==> config.mk <==
export PLATFORM = sky130hd
export DESIGN_NAME = if_stage_flat
export DESIGN_NICKNAME = d
export VERILOG_FILES = /design/src/rtl/mips_pkg.sv /design/src/rtl/if_stage_if.sv /design/src/rtl/if_stage_pc_next_sel.sv /design/src/rtl/if_stage.sv /design/src/flat_wrapper.sv
export SDC_FILE = /design/constraint.sdc
export NUM_CORES = 1
export LEC_CHECK = 0
export CORE_AREA = 3 3 122 124
export DETAILED_ROUTE_END_ITERATION = 6
export DIE_AREA = 0 0 125 127
export PLACE_DENSITY = 0.76
export SYNTH_ARGS = -nofsm -noshare
export SYNTH_HDL_FRONTEND = slang
export SYNTH_HIERARCHICAL = 1
export SYNTH_SLANG_ARGS = --single-unit
==> constraint.sdc <==
create_clock -name clk -period 2.1 [get_ports clk]
set_input_delay 0.315 -clock clk [delete_from_list [all_inputs] [get_ports clk]]
set_output_delay 0.315 -clock clk [all_outputs]
set_load 0.01 [all_outputs]
==> src/rtl/mips_pkg.sv <==
// rtl/mips_pkg.sv - shared MIPS pipeline constants and types
// Jump selects, NOP encoding, opcode/func fields and the fetch next-PC selector.
package mips_pkg;

   localparam logic [1:0]  JMP_NONE  = 2'b00;
   localparam logic [1:0]  JMP_IMM   = 2'b01;
   localparam logic [1:0]  JMP_REG   = 2'b10;

   localparam logic [31:0] NOP_INSTR = 32'h0000_0000;

   localparam logic [5:0]  OP_RTYPE  = 6'h00;
   localparam logic [5:0]  OP_J      = 6'h02;
   localparam logic [5:0]  OP_JAL    = 6'h03;
   localparam logic [5:0]  OP_BEQ    = 6'h04;
   localparam logic [5:0]  OP_BNE    = 6'h05;
   localparam logic [5:0]  OP_ADDI   = 6'h08;
   localparam logic [5:0]  OP_LW     = 6'h23;
   localparam logic [5:0]  OP_SW     = 6'h2B;

   localparam logic [5:0]  FUNC_SLL  = 6'h00;
   localparam logic [5:0]  FUNC_JR   = 6'h08;
   localparam logic [5:0]  FUNC_JALR = 6'h09;
   localparam logic [5:0]  FUNC_ADD  = 6'h20;
   localparam logic [5:0]  FUNC_SUB  = 6'h22;
   localparam logic [5:0]  FUNC_AND  = 6'h24;
   localparam logic [5:0]  FUNC_OR   = 6'h25;
   localparam logic [5:0]  FUNC_SLT  = 6'h2A;

   typedef enum logic [2:0] {
      SEL_SEQ,
      SEL_HOLD,
      SEL_JMP,
      SEL_JR,
      SEL_BR
   } pc_sel_e;

   function automatic logic [31:0] word_align(input logic [31:0] addr);
      return addr & 32'hFFFF_FFFC;
   endfunction

endpackage

==> src/rtl/if_stage_if.sv <==
// rtl/if_stage_if.sv - fetch-stage bundle: hazard/redirect inputs, imem port, IF/ID outputs
interface if_stage_if;
   logic        stall;
   logic [1:0]  jmp;
   logic [25:0] jmp_index;
   logic [31:0] jr_addr;
   logic        branch_taken;
   logic [31:0] branch_target;
   logic [31:0] imem_addr;
   logic [31:0] imem_instr;
   logic [31:0] if_id_instr;
   logic [31:0] if_id_pc4;
   logic        if_id_valid;
   logic        redirect;

   modport master (
      input  stall, jmp, jmp_index, jr_addr, branch_taken, branch_target, imem_instr,
      output imem_addr, if_id_instr, if_id_pc4, if_id_valid, redirect
   );

   modport slave (
      output stall, jmp, jmp_index, jr_addr, branch_taken, branch_target, imem_instr,
      input  imem_addr, if_id_instr, if_id_pc4, if_id_valid, redirect
   );
endinterface

==> src/rtl/if_stage_pc_next_sel.sv <==
// rtl/if_stage_pc_next_sel.sv - combinational next-PC priority mux
// Priority: EX branch > stall > j/jal > jr/jalr > sequential.
module pc_next_sel
   import mips_pkg::*;
(
   input  logic [31:0] pc_i,
   input  logic [31:0] pc_plus4_i,
   input  logic        stall_i,
   input  logic [1:0]  jmp_i,
   input  logic [25:0] jmp_index_i,
   input  logic [31:0] jr_addr_i,
   input  logic        branch_taken_i,
   input  logic [31:0] branch_target_i,
   input  logic [3:0]  pc4_hi_i,
   input  logic        if_id_valid_i,
   output logic [31:0] next_pc_o,
   output logic        bubble_sel_o,
   output logic        load_sel_o,
   output logic        redirect_o
);

   pc_sel_e sel;

   // A bubble in ID carries no real jump, so jmp only counts with a valid instruction.
   always_comb begin
      sel = SEL_SEQ;
      if (branch_taken_i)
         sel = SEL_BR;
      else if (stall_i)
         sel = SEL_HOLD;
      else if (if_id_valid_i && (jmp_i == JMP_IMM))
         sel = SEL_JMP;
      else if (if_id_valid_i && (jmp_i == JMP_REG))
         sel = SEL_JR;
   end

   always_comb begin
      next_pc_o    = pc_plus4_i;
      bubble_sel_o = 1'b0;
      load_sel_o   = 1'b0;
      case (sel)
         SEL_BR: begin
            next_pc_o    = word_align(branch_target_i);
            bubble_sel_o = 1'b1;
         end
         SEL_HOLD: begin
            next_pc_o    = pc_i;
         end
         SEL_JMP: begin
            next_pc_o    = {pc4_hi_i, jmp_index_i, 2'b00};
            bubble_sel_o = 1'b1;
         end
         SEL_JR: begin
            next_pc_o    = word_align(jr_addr_i);
            bubble_sel_o = 1'b1;
         end
         default: begin
            next_pc_o    = pc_plus4_i;
            load_sel_o   = 1'b1;
         end
      endcase
   end

   assign redirect_o = (sel == SEL_BR) || (sel == SEL_JMP) || (sel == SEL_JR);

endmodule

==> src/rtl/if_stage.sv <==
// rtl/if_stage.sv - MIPS instruction-fetch stage: PC register and IF/ID pipeline register
module if_stage #(
   parameter logic [31:0] RESET_PC  = 32'h0000_0000,
   parameter logic [31:0] NOP_INSTR = mips_pkg::NOP_INSTR
) (
   input  logic        clk,
   input  logic        rst,
   if_stage_if.master  bus
);

   logic [31:0] pc_q, pc_d;
   logic [31:0] instr_q, instr_d;
   logic [31:0] pc4_q, pc4_d;
   logic        valid_q, valid_d;

   logic [31:0] pc_plus4;
   logic [31:0] next_pc;
   logic        bubble_sel;
   logic        load_sel;
   logic        redirect;

   assign pc_plus4 = pc_q + 32'd4;

   pc_next_sel u_pc_next_sel (
      .pc_i            (pc_q),
      .pc_plus4_i      (pc_plus4),
      .stall_i         (bus.stall),
      .jmp_i           (bus.jmp),
      .jmp_index_i     (bus.jmp_index),
      .jr_addr_i       (bus.jr_addr),
      .branch_taken_i  (bus.branch_taken),
      .branch_target_i (bus.branch_target),
      .pc4_hi_i        (pc4_q[31:28]),
      .if_id_valid_i   (valid_q),
      .next_pc_o       (next_pc),
      .bubble_sel_o    (bubble_sel),
      .load_sel_o      (load_sel),
      .redirect_o      (redirect)
   );

   // Neither bubble nor load means stall: IF/ID keeps its current contents.
   always_comb begin
      pc_d    = next_pc;
      instr_d = instr_q;
      pc4_d   = pc4_q;
      valid_d = valid_q;
      if (bubble_sel) begin
         instr_d = NOP_INSTR;
         pc4_d   = 32'd0;
         valid_d = 1'b0;
      end else if (load_sel) begin
         instr_d = bus.imem_instr;
         pc4_d   = pc_plus4;
         valid_d = 1'b1;
      end
   end

   always_ff @(posedge clk or negedge rst) begin
      if (!rst) begin
         pc_q    <= RESET_PC;
         instr_q <= NOP_INSTR;
         pc4_q   <= 32'd0;
         valid_q <= 1'b0;
      end else begin
         pc_q    <= pc_d;
         instr_q <= instr_d;
         pc4_q   <= pc4_d;
         valid_q <= valid_d;
      end
   end

   assign bus.imem_addr   = pc_q;
   assign bus.if_id_instr = instr_q;
   assign bus.if_id_pc4   = pc4_q;
   assign bus.if_id_valid = valid_q;
   assign bus.redirect    = redirect;

endmodule

==> src/flat_wrapper.sv <==
// flat-port wrapper written by rule: the top's interface ports become plain ports
module if_stage_flat 
#(
   parameter logic [31:0] RESET_PC  = 32'h0000_0000,
   parameter logic [31:0] NOP_INSTR = mips_pkg::NOP_INSTR
)
  (clk, rst, bus_stall, bus_jmp, bus_jmp_index, bus_jr_addr, bus_branch_taken, bus_branch_target, bus_imem_instr, bus_imem_addr, bus_if_id_instr, bus_if_id_pc4, bus_if_id_valid, bus_redirect);
  if_stage_if bus_i ();
  input  logic clk;
  input  logic rst;
  input wire logic [$bits(bus_i.stall)-1:0] bus_stall;
  input wire logic [$bits(bus_i.jmp)-1:0] bus_jmp;
  input wire logic [$bits(bus_i.jmp_index)-1:0] bus_jmp_index;
  input wire logic [$bits(bus_i.jr_addr)-1:0] bus_jr_addr;
  input wire logic [$bits(bus_i.branch_taken)-1:0] bus_branch_taken;
  input wire logic [$bits(bus_i.branch_target)-1:0] bus_branch_target;
  input wire logic [$bits(bus_i.imem_instr)-1:0] bus_imem_instr;
  output wire logic [$bits(bus_i.imem_addr)-1:0] bus_imem_addr;
  output wire logic [$bits(bus_i.if_id_instr)-1:0] bus_if_id_instr;
  output wire logic [$bits(bus_i.if_id_pc4)-1:0] bus_if_id_pc4;
  output wire logic [$bits(bus_i.if_id_valid)-1:0] bus_if_id_valid;
  output wire logic [$bits(bus_i.redirect)-1:0] bus_redirect;
  assign bus_i.stall = bus_stall;
  assign bus_i.jmp = bus_jmp;
  assign bus_i.jmp_index = bus_jmp_index;
  assign bus_i.jr_addr = bus_jr_addr;
  assign bus_i.branch_taken = bus_branch_taken;
  assign bus_i.branch_target = bus_branch_target;
  assign bus_i.imem_instr = bus_imem_instr;
  assign bus_imem_addr = bus_i.imem_addr;
  assign bus_if_id_instr = bus_i.if_id_instr;
  assign bus_if_id_pc4 = bus_i.if_id_pc4;
  assign bus_if_id_valid = bus_i.if_id_valid;
  assign bus_redirect = bus_i.redirect;
  if_stage #(.RESET_PC(RESET_PC), .NOP_INSTR(NOP_INSTR)) u_core (.clk(clk), .rst(rst), .bus(bus_i));
endmodule
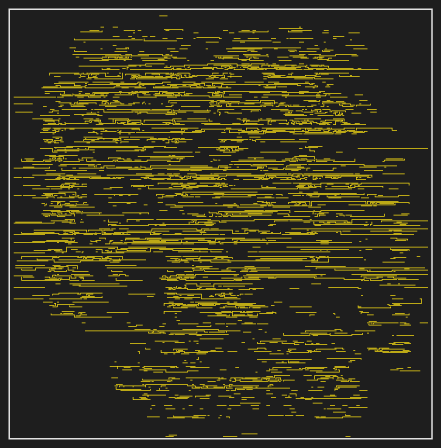
(images/m1.png)
- wire length on this layer: 8160 µm
- share of all routed wire: 41%
- main direction: horizontal
- longest straight run: 41.9 µm
Vias: 5773
wirelength, routed: 20060 µm
GR Layer Usage met1: 32.69%

==> GITHUB_STEP_SUMMARY <==
## Synthesis and layout report

| Metric | Value |
|---|---|
| Outcome | finished, final reports clean |
| Largest area contributor in the netlist | dfrtp_1 |
| Yosys warns | 6 |
| Post-DP HPWL | 14590 µm |
| Synth Seq Share | 44.79% |
| Cell Area, Synth | 5419 µm² |
| R2r startpoint | u_core/bus.imem_addr[2] |
| WP buf/inv | 1 |
| Clock power share | 31.2% |
| Drt first-iter violations | 572 |
| Cts hold-fix bufs | 1 |
| Area grow syn2layout | 55.53% |
| Fill cells | 1151 |
| Synth mux share | 7.204% |
| Yosys simple share | 18.01% |
| Clock-pin transition on the worst setup and hold timing paths | 0.07 ns |
| PwrDens | 626.3 nW/µm² |
| WL met3 | 1422 µm |
| Rows | 43 |
| XOR/XNOR Area Share | 2.263% |
| Comb power frac | 28.2% |
| CP top delay family | simple AND/OR/NAND/NOR gates |
| Pre-CTS setup slack | -0.2995 ns |
| Slowest-stage cell, CP | or4_4 |
| TritonCTS buffer count | 9 |
| Number of max-cap violations | 0 |
| Synth Net Count | 690 |
| Global Route met2 Usage | 41.16% |
| DRC violations left | 0 |
| Top cells by area | dfrtp_1, mux2i_1, nor2_1 |
| Post-synth EDFFs | 0 |
| Setup crit start | u_core/bus.imem_addr[2] |
| Adder share | 0.2309% |
| Worst-path fanout max | 10 |
| Crit-path cells | buf_4 -> and4_4 -> nand4_4 -> or4_4 -> a311oi_1 |
| Mean routed wirelength per cell | 20.51 µm |
| Synth Instances | 561 |
| Leak | 3.444 nW |
| Initial antenna violation count | 0 |
| Fin cells | 978 |
| Wl on met1 | 8161 µm |
| GRT Total Usage | 24.61% |
| R2R Path End | u_core/bus.if_id_pc4[27] |
| Vias in the first global route | 5998 |
| Worst reg2reg setup slack | 0.10 ns |
| First-pass iteration count of the detailed router | 7 |
| Asr flop ratio synth | 100.0% |
| Sequential share of power | 40.6% |
| Top sig layer | met4 |
| Worst slew margin relative to its limit | 60.47% |
| Max incr delay on CP | 0.58 ns |
| Switching Share | 28.94% |
| Seq pwr | 2.14 mW |
| Diode count | 0 |
| Tool Warnings | 30 |
| Dpl cells | 961 |
| Main logic family after synthesis | AND-OR/OR-AND gates |
| Fmax | 501.0 MHz |
| Post-Syn Area per Cell | 9.659 µm² |
| Worst vdd ir | 0.3714 mV |
| ANT nets after route | 0 |
| Htree depth | 3 |
| M3 GR Usage | 2.634% |
| Min-Delay Path Class | input pin to async pin |
| Clock Power | 1.65 mW |
| YS chip area | 5419 µm² |
| Most common logic cell in the routed design | clkdlybuf4s50_1 |
| Final worst slack | 0.1042 ns |
| AO/OA Area Share | 20.00% |
| Pre-Place Util | 39.04% |
| Internal power | 3.751 mW |
| Cts repair resizes | 2 |
| Die width | 125 µm |
| Most frequent cells in the layout | clkdlybuf4s50_1, dfrtp_1, nor2_1 |
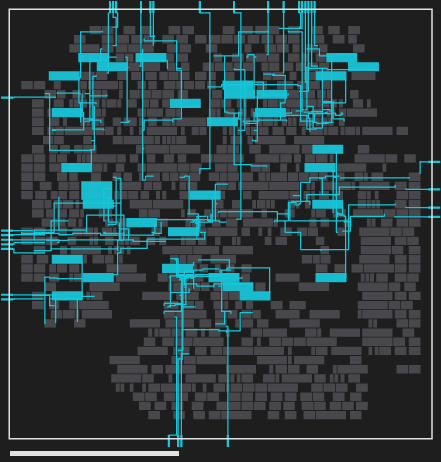
(images/port_trees.png)
Scale bar: 50 µm.
- bus_imem_addr: cyan (direction output; end cells 32; buffers 48; wire 2430 µm)
total I/O pin count: 226
input/output buffers: 221

per-stage QoR:
step / cell area (µm²) / setup TNS (ns) / total power, mW / hold slack (ns)
2_1_floorplan: 5423 / 0 / 2.751 / 0.01941
3_3_place_gp: 8094 / -6.811 / 3.602 / 0.3469
3_5_place_dp: 8094 / -9.302 / 3.636 / 0.3446
6_report: 8428 / 0 / 5.279 / 0.5073
5_1_grt: 8428 / 0 / 5.506 / 0.5470
4_1_cts: 8419 / 0 / 5.286 / 0.5246
cell type report:
cell class | count | area, µm² | area share (%)
inverter | 40 | 150.1 | 1.781
clock inverter | 1 | 7.507 | 0.08907
timing repair buffer | 276 | 2699 | 32.02
clock buffer | 14 | 294.0 | 3.489
tap | 180 | 225.2 | 2.672
sequential | 97 | 2427 | 28.80
multi-input combinational | 370 | 2625 | 31.15
Power figures rest on the tool's default switching activity, not on a simulated workload.
